Run 1, logic cells by family:
(3 px per um)
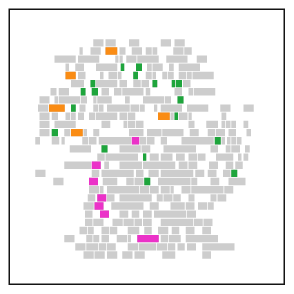
Run 1, clock network drawn from the DEF:
(4 px per um)
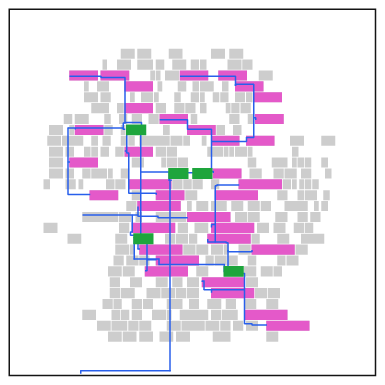
Run 1, metal 3:
(4 px per um)
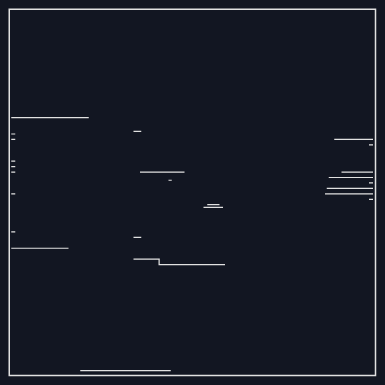
Run 1, routed metal, one color a layer:
(3 px per um)
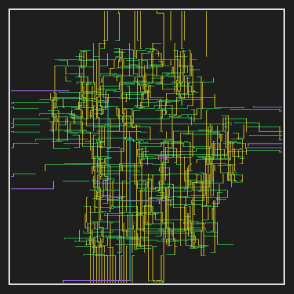
<file path="src/rtl/hazard_scoreboard.sv">
// Hazard scoreboard beside the ID stage: tracks in-flight destinations, selects
// forwarding distances for rs/rt, raises load-use stalls and counts stall cycles.
module hazard_scoreboard #(
   parameter  int DEPTH    = 3,
   parameter  int LOAD_USE = 1,
   parameter  int CNT_W    = 16,
   localparam int FW       = $clog2(DEPTH + 1)
) (
   input  logic             clk,
   input  logic             rst,
   input  logic             id_valid,
   input  logic [31:0]      id_instr,
   input  logic             flush,
   output logic             stall,
   output logic             conf_a,
   output logic             conf_b,
   output logic [FW-1:0]    fwd_a,
   output logic [FW-1:0]    fwd_b,
   output logic [CNT_W-1:0] stall_count
);

   localparam logic [5:0]    OP_RR   = 6'b000000;
   localparam logic [5:0]    OP_LW   = 6'b100011;
   localparam logic [5:0]    OP_SW   = 6'b101011;
   localparam logic [5:0]    OP_BEQ  = 6'b000100;
   localparam logic [FW-1:0] LU_DIST = FW'(LOAD_USE);

   logic             r_valid [DEPTH];
   logic [4:0]       r_dest  [DEPTH];
   logic             r_load  [DEPTH];
   logic [CNT_W-1:0] r_stall_count;

   logic [5:0]    w_op;
   logic [4:0]    w_rs;
   logic [4:0]    w_rt;
   logic [4:0]    w_rd;
   logic          w_use_rs;
   logic          w_use_rt;
   logic          w_has_dest;
   logic          w_is_load;
   logic [4:0]    w_dest;
   logic          w_dest_valid;
   logic          w_gate;
   logic [FW-1:0] w_fwd_a;
   logic [FW-1:0] w_fwd_b;
   logic          w_load_a;
   logic          w_load_b;
   logic          w_stall;
   logic          w_unused;

   assign w_op     = id_instr[31:26];
   assign w_rs     = id_instr[25:21];
   assign w_rt     = id_instr[20:16];
   assign w_rd     = id_instr[15:11];
   assign w_unused = ^id_instr[10:0];

   // NOTE: every signal driven in always_comb gets a default first, so no path leaves a latch.
   always_comb begin
      w_use_rs   = 1'b0;
      w_use_rt   = 1'b0;
      w_has_dest = 1'b0;
      w_is_load  = 1'b0;
      w_dest     = 5'd0;
      unique case (w_op)
         OP_RR: begin
            w_use_rs   = 1'b1;
            w_use_rt   = 1'b1;
            w_has_dest = 1'b1;
            w_dest     = w_rd;
         end
         OP_LW: begin
            w_use_rs   = 1'b1;
            w_has_dest = 1'b1;
            w_is_load  = 1'b1;
            w_dest     = w_rt;
         end
         OP_SW, OP_BEQ: begin
            w_use_rs = 1'b1;
            w_use_rt = 1'b1;
         end
         default: ;
      endcase
   end

   assign w_dest_valid = w_has_dest && (w_dest != 5'd0);
   assign w_gate       = id_valid && !flush;

   // Scan oldest to youngest so the youngest matching producer overwrites older ones.
   always_comb begin
      w_fwd_a  = '0;
      w_fwd_b  = '0;
      w_load_a = 1'b0;
      w_load_b = 1'b0;
      for (int k = DEPTH - 1; k >= 0; k--) begin
         if (r_valid[k] && w_use_rs && (w_rs != 5'd0) && (r_dest[k] == w_rs)) begin
            w_fwd_a  = FW'(k + 1);
            w_load_a = r_load[k];
         end
         if (r_valid[k] && w_use_rt && (w_rt != 5'd0) && (r_dest[k] == w_rt)) begin
            w_fwd_b  = FW'(k + 1);
            w_load_b = r_load[k];
         end
      end
   end

   assign w_stall = w_gate &&
                    ((w_load_a && (w_fwd_a != '0) && (w_fwd_a <= LU_DIST)) ||
                     (w_load_b && (w_fwd_b != '0) && (w_fwd_b <= LU_DIST)));

   assign stall       = w_stall;
   assign fwd_a       = w_gate ? w_fwd_a : '0;
   assign fwd_b       = w_gate ? w_fwd_b : '0;
   assign conf_a      = w_gate && (w_fwd_a != '0);
   assign conf_b      = w_gate && (w_fwd_b != '0);
   assign stall_count = r_stall_count;

   // NOTE: only the valid bits need reset; dest/is_load are never observed while invalid.
   always_ff @(posedge clk) begin
      if (rst) begin
         for (int k = 0; k < DEPTH; k++) r_valid[k] <= 1'b0;
         r_stall_count <= '0;
      end else begin
         for (int k = DEPTH - 1; k > 0; k--) begin
            r_valid[k] <= r_valid[k-1];
            r_dest[k]  <= r_dest[k-1];
            r_load[k]  <= r_load[k-1];
         end
         r_valid[0] <= w_gate && !w_stall && w_dest_valid;
         r_dest[0]  <= w_dest;
         r_load[0]  <= w_is_load;
         if (w_stall && (r_stall_count != {CNT_W{1'b1}})) r_stall_count <= r_stall_count + 1'b1;
      end
   end

endmodule
</file>
<file path="config.mk">
export PLATFORM = sky130hd
export DESIGN_NAME = hazard_scoreboard
export DESIGN_NICKNAME = d
export VERILOG_FILES = /design/src/rtl/hazard_scoreboard.sv
export SDC_FILE = /design/constraint.sdc
export NUM_CORES = 1
export LEC_CHECK = 0
export CAP_MARGIN = 5
export CELL_PAD_IN_SITES_DETAIL_PLACEMENT = 0
export CELL_PAD_IN_SITES_GLOBAL_PLACEMENT = 1
export CORE_MARGIN = 8
export CORE_UTILIZATION = 35
export CTS_CLUSTER_SIZE = 40
export DETAILED_ROUTE_END_ITERATION = 10
export GPL_TIMING_DRIVEN = 1
export PLACE_DENSITY = 0.86
export SLEW_MARGIN = 30
export SYNTH_ARGS = -nofsm -noshare
export SYNTH_HDL_FRONTEND = slang
export SYNTH_SLANG_ARGS = --single-unit
export TNS_END_PERCENT = 100
</file>
<file path="constraint.sdc">
create_clock -name clk -period 3.35 [get_ports clk]
set_clock_uncertainty 0.1 [all_clocks]
set_input_delay 0.67 -clock clk [delete_from_list [all_inputs] [get_ports clk]]
set_output_delay 0.67 -clock clk [all_outputs]
set_load 0.01 [all_outputs]
</file>
==> PnR_summary.wiki, run 1 <==
== Run summary ==
{| class="wikitable"
! Metric !! Value
|-
| Post-detail-place hpwl || 4070 um
|-
| Overall die height || 91.2 um
|-
| Core Util at FP || 36.1%
|-
| Most frequent cells in the layout || 38 x sky130_fd_sc_hd__clkdlybuf4s50_1, 32 x sky130_fd_sc_hd__buf_4, 22 x sky130_fd_sc_hd__xor2_1
|-
| Util after Layout || 52.6%
|-
| Worst-Margin Slew || 0.657 ns
|-
| Worst path required time || 2.58 ns
|-
| Grt ovf || 0
|-
| CTS tree || yes
|-
| Synth top area share || 24.3%
|-
| Routed wl met2 || 2540 um
|-
| Dominant cells by area after synthesis || sky130_fd_sc_hd__edfxtp_1 24%, sky130_fd_sc_hd__dfxtp_1 19%, sky130_fd_sc_hd__xor2_1 9.7%, sky130_fd_sc_hd__xnor2_1 4.9%, sky130_fd_sc_hd__a21oi_1 3.3%
|-
| Layout Nets || 314
|-
| Largest register FFs || 16
|-
| H-tree depth || 2
|-
| Final Max Tran Viols || 0
|-
| Post-route cell area || 2880 um^2
|-
| Worst Hold Path EP || stall_count[15]
|-
| Antenna fix cells || 0
|-
| Seq power || 0.470 mW
|-
| Clk sinks || 35
|-
| Internal Dissipation || 0.716 mW
|-
| Min Tclk post-route || 3.29 ns
|-
| Top routing layer in use || met4
|-
| Average via count per standard cell || 5.09
|-
| Final Worst Setup Slack || 0.0617 ns
|-
| Sequential group share of total power || 50.8%
|-
| Maximum number of pins on one net before global-route repair || 23
|-
| Met3 layer wire length in the routed design || 158 um
|-
| Worst r2r path cells || 8
|-
| Port Buffers || 47
|-
| Cell type with the highest aggregate area in the netlist || sky130_fd_sc_hd__edfxtp_1
|-
| Count of warnings emitted by yosys || 0
|-
| Max_cap viols || 0
|-
| Portion of the post-synthesis area used by sequential elements || 43.5%
|-
| Post-synthesis cell type count || 40
|-
| Synth Register Bits || 35
|-
| Combinational gate power || 0.116 mW
|-
| Cell Count Post-Placement || 340
|-
| R2r endpoint || stall_count[15]
|-
| Switching power || 0.210 mW
|-
| Post-synthesis cell type with the largest instance count || sky130_fd_sc_hd__xor2_1
|-
| Residual DRC || 0
|-
| Category of the most critical setup path || in2out
|-
| Worst-case vdd ir drop || 0.000190 V
|-
| Post-cts hold-fix buffer tally || 0
|-
| Launch point of the critical path || id_instr[20]
|-
| Via count of the first global-routing pass || 1,858
|-
| Top power group || registers
|-
| Routing usage on met2 || 21.6%
|-
| Number of violations reported at the end of detailed-routing iteration 0 || 72
|-
| Total design power || 0.926 mW
|-
| Number of flops mapped to enable cells by yosys || 16
|-
| Combinational share of power || 12.5%
|-
| Post-detailed-placement cell area || 2730 um^2
|-
| Category of the worst setup path launch point || input port
|-
| Post-synthesis average cell area || 10.1 um^2
|-
| Leakage component of the power || 1.05 nW
|-
| Cell count after synthesis || 195
|-
| Buffer type at the clock tree root || sky130_fd_sc_hd__clkbuf_8
|-
| Worst-case register-to-register setup slack || 0.90 ns
|-
| Most instantiated flip-flop cell in the synthesis netlist || sky130_fd_sc_hd__dfxtp_1
|-
| Aggregate negative setup slack || 0 ns
|-
| Final setup violating endpoints || 0
|-
| Run status || complete, no violations
|-
| Maximum clock frequency || 0.304 GHz
|-
| DR pass1 iterations || 4
|-
| Data arrival at the endpoint of the critical path || 2.52 ns
|-
| Largest delay share family, worst path || simple AND/OR/NAND/NOR gates
|-
| Fraction of power spent switching nets || 22.7%
|-
| Ordered list of cells on the worst path || clkdlybuf4s50_1, or4_4, o21ai_4, buf_4, nor4_4, o21a_1, and2_1, buf_2
|-
| Reg-to-reg startpoint || r_dest[0][4]
|-
| Final weighted congestion in routability-driven placement || 0.779
|-
| Number of rows in the core area || 27
|-
| Clock slew at the register clock pins of the worst setup and hold paths || 0.06 ns
|-
| Async SR Flop Fraction || 0%
|-
| Hold Crit Depth || 2
|-
| Highest-count logic cell in the final layout || sky130_fd_sc_hd__clkdlybuf4s50_1
|-
| Endpoint of the worst setup timing path || stall
|-
| Post-route insts no fill || 350
|-
| Biggest fanout along the worst timing path || 4
|-
| Max-slew headroom at the worst pin || 56.1%
|-
| Die Span X || 91.2 um
|-
| GR met1 Demand/Resource || 14.8%
|-
| Place WS || -0.478 ns
|-
| Busiest layer in global routing || met2
|-
| Share of final-layout standard cells stronger than drive strength 1 || 23.4%
|-
| Crit end category || output pin
|-
| Synthesized cell area || 1980 um^2
|-
| Total number of warnings across the stage logs || 38
|-
| IO Pins || 59
|-
| Detail Route Antenna Nets || 0
|-
| Detailed-route wire length on metal 1 || 2370 um
|-
| Post-synth net total || 232
|-
| Worst min-delay path startpoint || stall_count[15]
|-
| Area enclosed by the die boundary || 8310 um^2
|-
| Total number of cells along the worst setup path || 8
|-
| Number of clock buffers inserted by TritonCTS || 5
|-
| Number of buffer and inverter stages on the critical path || 3
|-
| Cell with the largest stage delay on the worst path || sky130_fd_sc_hd__or4_4
|-
| Initial antenna violation count || 0
|-
| Count of instantiated cells in the yosys netlist || 195
|-
| Area of the synthesized netlist per yosys stat || 1980 um^2
|-
| Worst hold slack || 0.402 ns
|-
| Pwr/cell area || 322 nW/um^2
|-
| Path type of the worst min-delay path || reg2reg
|-
| Floorplan core area || 5470 um^2
|-
| Most common library cells after synthesis || 22 x sky130_fd_sc_hd__xor2_1, 19 x sky130_fd_sc_hd__dfxtp_1, 16 x sky130_fd_sc_hd__edfxtp_1
|-
| Fin. Hold Viols || 0
|-
| RSZ-0062 raised after global routing || yes
|-
| Maximum number of buffers from clock root to sink || 2
|-
| Area growth from synthesis to layout || 45.4%
|}
-- 'logic cells by family' (at the start) --
Key: non-inverting ao/oa cells = magenta [cells 7]; nand cells = green [cells 18]; mux cells = orange [cells 5]

-- 'clock network drawn from the DEF' (at the start) --
Key: clock drivers = green [count 5]; flip-flops = magenta [count 35]; clock wires = blue [length 456 um]
There are 6 routed clock nets.
relative contribution of the clock network to total power: 36.7%
power of the clock network: 0.340 mW
Skew-Pair Late Insertion Delay: 0.29 ns

-- 'metal 3' (at the start) --
21 nets have wire on it. The layer carries 159 um of wire.
met3 Usage GRT: 2.63%
Via Count: 1,783
WL final: 5140 um

-- 'routed metal, one color a layer' (at the start) --
Key: metal 1 = green [wire length 2,370 um]; metal 3 = purple [wire length 159 um]; metal 2 = yellow [wire length 2,540 um]; metal 4 = cyan [wire length 74.1 um]
routed len/inst: 14.7 um
all-layer global routing usage: 12.5%

-- run 1: what timing repair did --
action | 4_1_cts | 5_1_grt
pin swaps | 4 | 3
endpoints found under the setup margin | 7 | 7
gates resized | 36 | 8
buffers inserted | 1 | 1
-- run 1: cell families (layout without fill, tap and decap cells) --
group	Yosys count	count (layout)	share of synthesized area, %
flops	35	35	43.5
compound gates	37	37	13.2
fa+ha+maj	1	1	0.632
xor+xnor	33	33	14.6
mux	5	5	2.97
simple gates	74	74	22.5
buf+inv	10	93	2.66
-- run 1: layout make-up --
type                       instances  area (um^2)
tap                               72         90.1
sequential                        35          861
fill                             520         2600
inverter                           6         22.5
clock buffer                       8          101
multi-input combinational        150         1120
timing repair buffer              79          677
==> inputs of run 2 (changes only) <==
CORE_ASPECT_RATIO = 1.5   (was unset)
Run 2, metal 3:
(4 px per um)
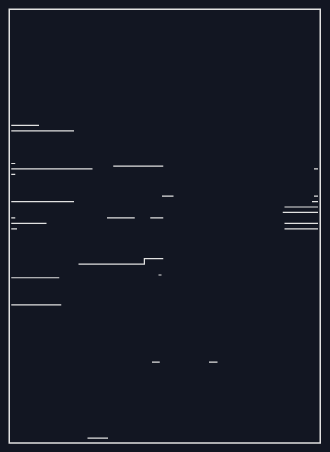
The longest straight run is 20.0 um. The layer holds 3.4% of the routed length. The wires run mostly horizontal. The layer carries 184 um of wire. 22 nets have wire on it.

==> run 2 against run 1 <==
Synthesized area unchanged. Fmax down 0.94%. Register-to-register slack improved by 0.04 ns. Routed wire length grew 4.4%. Count of clock-buffer cells in the layout unchanged. Via count unchanged. Worst hold slack improved by 0.0037 ns. Worst setup slack got worse by 0.031 ns. Final cell count shrank 1.4%. Final area grew 0.30%. Largest power group unchanged.
==> PnR_summary.wiki, run 2 <==
== Run summary ==
{| class="wikitable"
! Metric !! Value
|-
| Crit end category || output pin
|-
| Residual DRC || 0
|-
| Most common library cells after synthesis || 22 x sky130_fd_sc_hd__xor2_1, 19 x sky130_fd_sc_hd__dfxtp_1, 16 x sky130_fd_sc_hd__edfxtp_1
|-
| Post-cts hold-fix buffer tally || 0
|-
| Final setup violating endpoints || 0
|-
| Run status || complete, no violations
|-
| Share of final-layout standard cells stronger than drive strength 1 || 24.7%
|-
| Layout Nets || 311
|-
| Worst hold slack || 0.405 ns
|-
| IO Pins || 59
|-
| Total number of cells along the worst setup path || 8
|-
| Endpoint of the worst setup timing path || conf_b
|-
| Hold Crit Depth || 1
|-
| Util after Layout || 52.9%
|-
| Number of rows in the core area || 33
|-
| Die Span X || 77.4 um
|-
| Met3 Usage GRT || 2.99%
|-
| Data arrival at the endpoint of the critical path || 2.55 ns
|-
| Routing usage on met2 || 23.6%
|-
| Top power group || registers
|-
| Most frequent cells in the layout || 40 x sky130_fd_sc_hd__clkdlybuf4s50_1, 28 x sky130_fd_sc_hd__buf_4, 22 x sky130_fd_sc_hd__xor2_1
|-
| Category of the worst setup path launch point || input port
|-
| Met3 layer wire length in the routed design || 183 um
|-
| Fraction of power spent switching nets || 23.2%
|-
| H-tree depth || 2
|-
| Port Buffers || 47
|-
| Buffer type at the clock tree root || sky130_fd_sc_hd__clkbuf_8
|-
| Clock slew at the register clock pins of the worst setup and hold paths || 0.07 ns
|-
| Post-synth net total || 232
|-
| Seq power || 0.470 mW
|-
| Count of warnings emitted by yosys || 0
|-
| Leakage component of the power || 1.03 nW
|-
| Area occupied by multi-input gates || 1160 um^2
|-
| Maximum number of pins on one net before global-route repair || 23
|-
| Biggest fanout along the worst timing path || 2
|-
| GR met1 Demand/Resource || 12.4%
|-
| Number of flops mapped to enable cells by yosys || 16
|-
| Cell type with the highest aggregate area in the netlist || sky130_fd_sc_hd__edfxtp_1
|-
| Via count of the first global-routing pass || 1,742
|-
| Path type of the worst min-delay path || reg2reg
|-
| Internal Dissipation || 0.717 mW
|-
| Post-detail-place hpwl || 4040 um
|-
| Worst min-delay path startpoint || r_valid[0][0]
|-
| Average via count per standard cell || 5.17
|-
| Worst Hold Path EP || r_valid[0][1]
|-
| Antenna fix cells || 0
|-
| Cell with the largest stage delay on the worst path || sky130_fd_sc_hd__or4_4
|-
| Sequential group share of total power || 50.4%
|-
| Worst r2r path cells || 7
|-
| Filler Cell Count || 517
|-
| Post-route insts no fill || 345
|-
| Number of violations reported at the end of detailed-routing iteration 0 || 51
|-
| Count of instantiated cells in the yosys netlist || 195
|-
| Area of the synthesized netlist per yosys stat || 1980 um^2
|-
| Worst-Margin Slew || 0.642 ns
|-
| Pwr/cell area || 323 nW/um^2
|-
| Largest register FFs || 16
|-
| Grt ovf || 0
|-
| Worst-case vdd ir drop || 0.000287 V
|-
| Final Max Tran Viols || 0
|-
| Final Worst Setup Slack || 0.0305 ns
|-
| Fin. Hold Viols || 0
|-
| Aggregate negative setup slack || 0 ns
|-
| Portion of the post-synthesis area used by sequential elements || 43.5%
|-
| Cell count after synthesis || 195
|-
| R2r endpoint || stall_count[15]
|-
| FF/Latch Area || 861 um^2
|-
| Power of the clock network || 0.341 mW
|-
| Switching power || 0.216 mW
|-
| Synth Register Bits || 35
|-
| Maximum number of buffers from clock root to sink || 2
|-
| Combinational gate power || 0.122 mW
|-
| Routed len/inst || 15.6 um
|-
| Busiest layer in global routing || met2
|-
| Largest delay share family, worst path || simple AND/OR/NAND/NOR gates
|-
| Initial antenna violation count || 0
|-
| Area enclosed by the die boundary || 8360 um^2
|-
| Async SR Flop Fraction || 0%
|-
| Post-synthesis cell type count || 40
|-
| Launch point of the critical path || id_instr[16]
|-
| Post-synthesis cell type with the largest instance count || sky130_fd_sc_hd__xor2_1
|-
| Combinational share of power || 13.1%
|-
| Number of resized instances in the post-cts repair step || 36
|-
| Total design power || 0.933 mW
|-
| Number of buffer and inverter stages on the critical path || 2
|-
| Floorplan core area || 5450 um^2
|-
| WL final || 5370 um
|-
| Top routing layer in use || met4
|-
| Dominant cells by area after synthesis || sky130_fd_sc_hd__edfxtp_1 24%, sky130_fd_sc_hd__dfxtp_1 19%, sky130_fd_sc_hd__xor2_1 9.7%, sky130_fd_sc_hd__xnor2_1 4.9%, sky130_fd_sc_hd__a21oi_1 3.3%
|}
Run 2, logic cells by family:
(2 px per um)
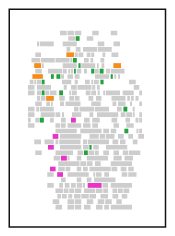
Key: nand cells = green [cells 18]; non-inverting ao/oa cells = magenta [cells 7]; mux cells = orange [cells 5]

run 2: cell counts after synthesis:
No cell type changed its count.
run 2: cell families (layout without fill, tap and decap cells):
| kind of cell | count (synthesis) | in the layout | share of synthesized area (%) |
|---|---|---|---|
| AND/OR/NAND/NOR | 74 | 74 | 22.5 |
| XOR/XNOR | 33 | 33 | 14.6 |
| flip-flops | 35 | 35 | 43.5 |
| adder cells (fa/ha/maj) | 1 | 1 | 0.632 |
| buffers and inverters | 10 | 90 | 2.66 |
| multiplexers | 5 | 5 | 2.97 |
| AND-OR/OR-AND | 37 | 37 | 13.2 |
run 2: cell type report:
type,instances,area share (%)
inverters,6,0.781
multi-input cells,150,40.1
clock buffers,8,3.51
well taps,70,3.04
flip-flops and latches,35,29.8
repair buffers,76,22.8
==> inputs of run 3 (changes only) <==
==> constraint.sdc (replaced) <==
create_clock -name clk -period 3.35 [get_ports clk]
set_clock_uncertainty 0.1 [all_clocks]
set_input_delay 0.335 -clock clk [delete_from_list [all_inputs] [get_ports clk]]
set_output_delay 0.335 -clock clk [all_outputs]
set_load 0.01 [all_outputs]
Run 3, routed metal, one color a layer:
(2 px per um)
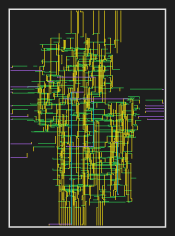
Key: metal 4 = cyan [wire length 114 um]; metal 1 = green [wire length 1,990 um]; metal 3 = purple [wire length 196 um]; metal 2 = yellow [wire length 2,640 um]

==> run 3 against run 2 <==
Synthesized area unchanged. Power decreased by 7.6%. Combinational power decreased by about 20%. Final area decreased by 6.7%. Via count decreased by 4.2%. First-iteration DRC count increased by 24%. Sequential power about the same. Largest power group unchanged.
==> PnR_summary.wiki, run 3 <==
== Run summary ==
{| class="wikitable"
! Metric !! Value
|-
| Run status || complete, no violations
|-
| Worst-case vdd ir drop || 0.000193 V
|-
| Data arrival at the endpoint of the critical path || 2.72 ns
|-
| Ordered list of cells on the worst path || clkdlybuf4s50_1, or4_1, o21ai_0, nor2_1, and4_1, a41oi_1, a21oi_1, clkdlybuf4s50_1
|-
| H-tree depth || 2
|-
| CTS tree || yes
|-
| All-layer global routing usage || 12.2%
|-
| R2r endpoint || stall_count[13]
|-
| Fraction of power spent switching nets || 23.2%
|-
| Via count of the first global-routing pass || 1,718
|-
| Power of the clock network || 0.288 mW
|-
| Launch point of the critical path || id_instr[16]
|-
| Share of final-layout standard cells stronger than drive strength 1 || 11.2%
|-
| Worst hold slack || 0.383 ns
|-
| Final Max Tran Viols || 0
|-
| Dominant cells by area after synthesis || sky130_fd_sc_hd__edfxtp_1 24%, sky130_fd_sc_hd__dfxtp_1 19%, sky130_fd_sc_hd__xor2_1 9.7%, sky130_fd_sc_hd__xnor2_1 4.9%, sky130_fd_sc_hd__a21oi_1 3.3%
|-
| Leakage component of the power || 0.909 nW
|-
| Clock slew at the register clock pins of the worst setup and hold paths || 0.07 ns
|-
| Category of the most critical setup path || in2out
|-
| Overall die height || 108 um
|-
| Final Worst Setup Slack || 0.195 ns
|-
| Port Buffers || 47
|-
| Final setup violating endpoints || 0
|-
| Most frequent cells in the layout || 47 x sky130_fd_sc_hd__clkdlybuf4s50_1, 22 x sky130_fd_sc_hd__xor2_1, 19 x sky130_fd_sc_hd__dfxtp_1
|-
| Worst path required time || 2.91 ns
|-
| Maximum number of pins on one net before global-route repair || 24
|-
| Post-detailed-placement cell area || 2600 um^2
|-
| Internal Dissipation || 0.662 mW
|-
| Area occupied by multi-input gates || 1060 um^2
|-
| Post-synthesis cell type with the largest instance count || sky130_fd_sc_hd__xor2_1
|-
| Reg-to-reg startpoint || r_dest[0][2]
|-
| Worst-case register-to-register setup slack || 0.92 ns
|-
| Seq power || 0.470 mW
|-
| Number of rows in the core area || 33
|-
| Number of flops mapped to enable cells by yosys || 16
|-
| Core Util at FP || 36.3%
|-
| Pwr/cell area || 320 nW/um^2
|-
| Cell seen most often among critical-path stages || sky130_fd_sc_hd__clkdlybuf4s50_1
|-
| Initial antenna violation count || 0
|-
| Post-synthesis average cell area || 10.1 um^2
|-
| Async SR Flop Fraction || 0%
|-
| Crit end category || output pin
|-
| Synth top area share || 24.3%
|-
| Adder-cell share of the synthesized area || 0.633%
|-
| Synthesized cell area || 1980 um^2
|-
| Biggest fanout along the worst timing path || 3
|-
| Path type of the worst min-delay path || reg2reg
|-
| AND-OR/OR-AND share of the synthesized area || 13.2%
|-
| Top power group || registers
|-
| Cell count after synthesis || 195
|-
| Buffer type at the clock tree root || sky130_fd_sc_hd__clkbuf_8
|-
| Combinational gate power || 0.103 mW
|-
| Filler Cell Count || 536
|-
| Post-cts hold-fix buffer tally || 0
|-
| Post-route cell area || 2690 um^2
|-
| Cell Count Post-Placement || 321
|-
| Number of buffer and inverter stages on the critical path || 2
|-
| Max_cap viols || 0
|-
| Global-route wire length before repair || 8160 um
|-
| Number of violations reported at the end of detailed-routing iteration 0 || 63
|-
| Area enclosed by the die boundary || 8360 um^2
|-
| Highest-count logic cell in the final layout || sky130_fd_sc_hd__clkdlybuf4s50_1
|-
| Floorplan core area || 5450 um^2
|-
| Die Span X || 77.4 um
|-
| Largest delay share family, worst path || buffers and inverters
|-
| Post-synth mux share || 2.97%
|-
| Switching power || 0.200 mW
|-
| Area of the synthesized netlist per yosys stat || 1980 um^2
|-
| Maximum number of buffers from clock root to sink || 2
|-
| Total number of cells along the worst setup path || 8
|-
| DR pass1 iterations || 4
|-
| Total number of warnings across the stage logs || 37
|-
| Final weighted congestion in routability-driven placement || 0.820
|-
| Worst r2r path cells || 7
|-
| Worst-Margin Slew || 0.631 ns
|-
| Max-slew headroom at the worst pin || 57.9%
|-
| Combinational share of power || 12.0%
|-
| Grt ovf || 0
|-
| Layout Nets || 296
|-
| IO Pins || 59
|-
| Post-detail-place hpwl || 3930 um
|-
| Antenna fix cells || 0
|-
| Sequential group share of total power || 54.6%
|-
| Synth Register Bits || 35
|-
| Largest register FFs || 16
|-
| Cell with the largest stage delay on the worst path || sky130_fd_sc_hd__or4_1
|-
| Most instantiated flip-flop cell in the synthesis netlist || sky130_fd_sc_hd__dfxtp_1
|-
| Total design power || 0.862 mW
|-
| RSZ-0062 raised after global routing || no
|-
| Category of the worst setup path launch point || input port
|-
| Skew-Pair Late Insertion Delay || 0.28 ns
|-
| Count of warnings emitted by yosys || 0
|-
| Util after Layout || 49.4%
|-
| Detail Route Antenna Nets || 0
|-
| Post-synth net total || 232
|-
| Routed len/inst || 15.0 um
|-
| Top logic cell family in the synthesized netlist || simple AND/OR/NAND/NOR gates
|-
| Aggregate negative setup slack || 0 ns
|-
| Endpoint of the worst setup timing path || conf_b
|-
| Maximum clock frequency || 0.317 GHz
|-
| Count of instantiated cells in the yosys netlist || 195
|-
| FF/Latch Area || 861 um^2
|-
| Relative contribution of the clock network to total power || 33.5%
|-
| Post-route insts no fill || 330
|-
| Average via count per standard cell || 5.18
|-
| Most common library cells after synthesis || 22 x sky130_fd_sc_hd__xor2_1, 19 x sky130_fd_sc_hd__dfxtp_1, 16 x sky130_fd_sc_hd__edfxtp_1
|-
| Simple-gate portion of the synthesized area || 22.5%
|-
| Portion of the post-synthesis area used by sequential elements || 43.5%
|-
| WL final || 4940 um
|-
| Via Count || 1,708
|-
| Area growth from synthesis to layout || 36.1%
|-
| Min Tclk post-route || 3.15 ns
|-
| Residual DRC || 0
|-
| Xor and xnor fraction of the mapped netlist area || 14.6%
|-
| Fin. Hold Viols || 0
|-
| Number of setup buffers added after CTS || 0
|}
Run 3, the clock network:
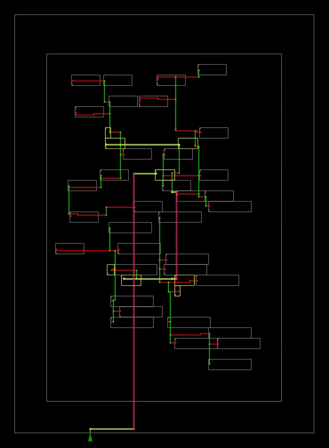
clk sinks: 35
FF+latch count: 35
number of clock buffers inserted by TritonCTS: 5

## run 3: final cells by class
class	count	share of cell area [%]
timing repair buffer	61	21.4
sequential	35	32.0
tap	70	3.25
clock buffer	7	2.83
multi-input combinational	150	39.5
clock inverter	1	0.186
inverter	6	0.836
## run 3: worst min-delay path by stage
stage / start / to / cells past startpoint
6_report: r_valid[0][0] / r_valid[0][1] / 1
5_1_grt: r_valid[0][0] / r_valid[0][1] / 1
4_1_cts: r_valid[0][0] / r_valid[0][1] / 1
3_5_place_dp: r_valid[0][0] / r_valid[0][1] / 1
3_3_place_gp: r_valid[0][0] / r_valid[0][1] / 1
2_1_floorplan: r_valid[0][0] / r_valid[0][1] / 1
## run 3: per-layer routing
layer	wire, um	track usage, %
met5	0	0
met1	1990	12.3
met4	114	6.23
met3	195	3.24
met2	2640	22.4
Power is estimated from default activity; no workload was simulated.
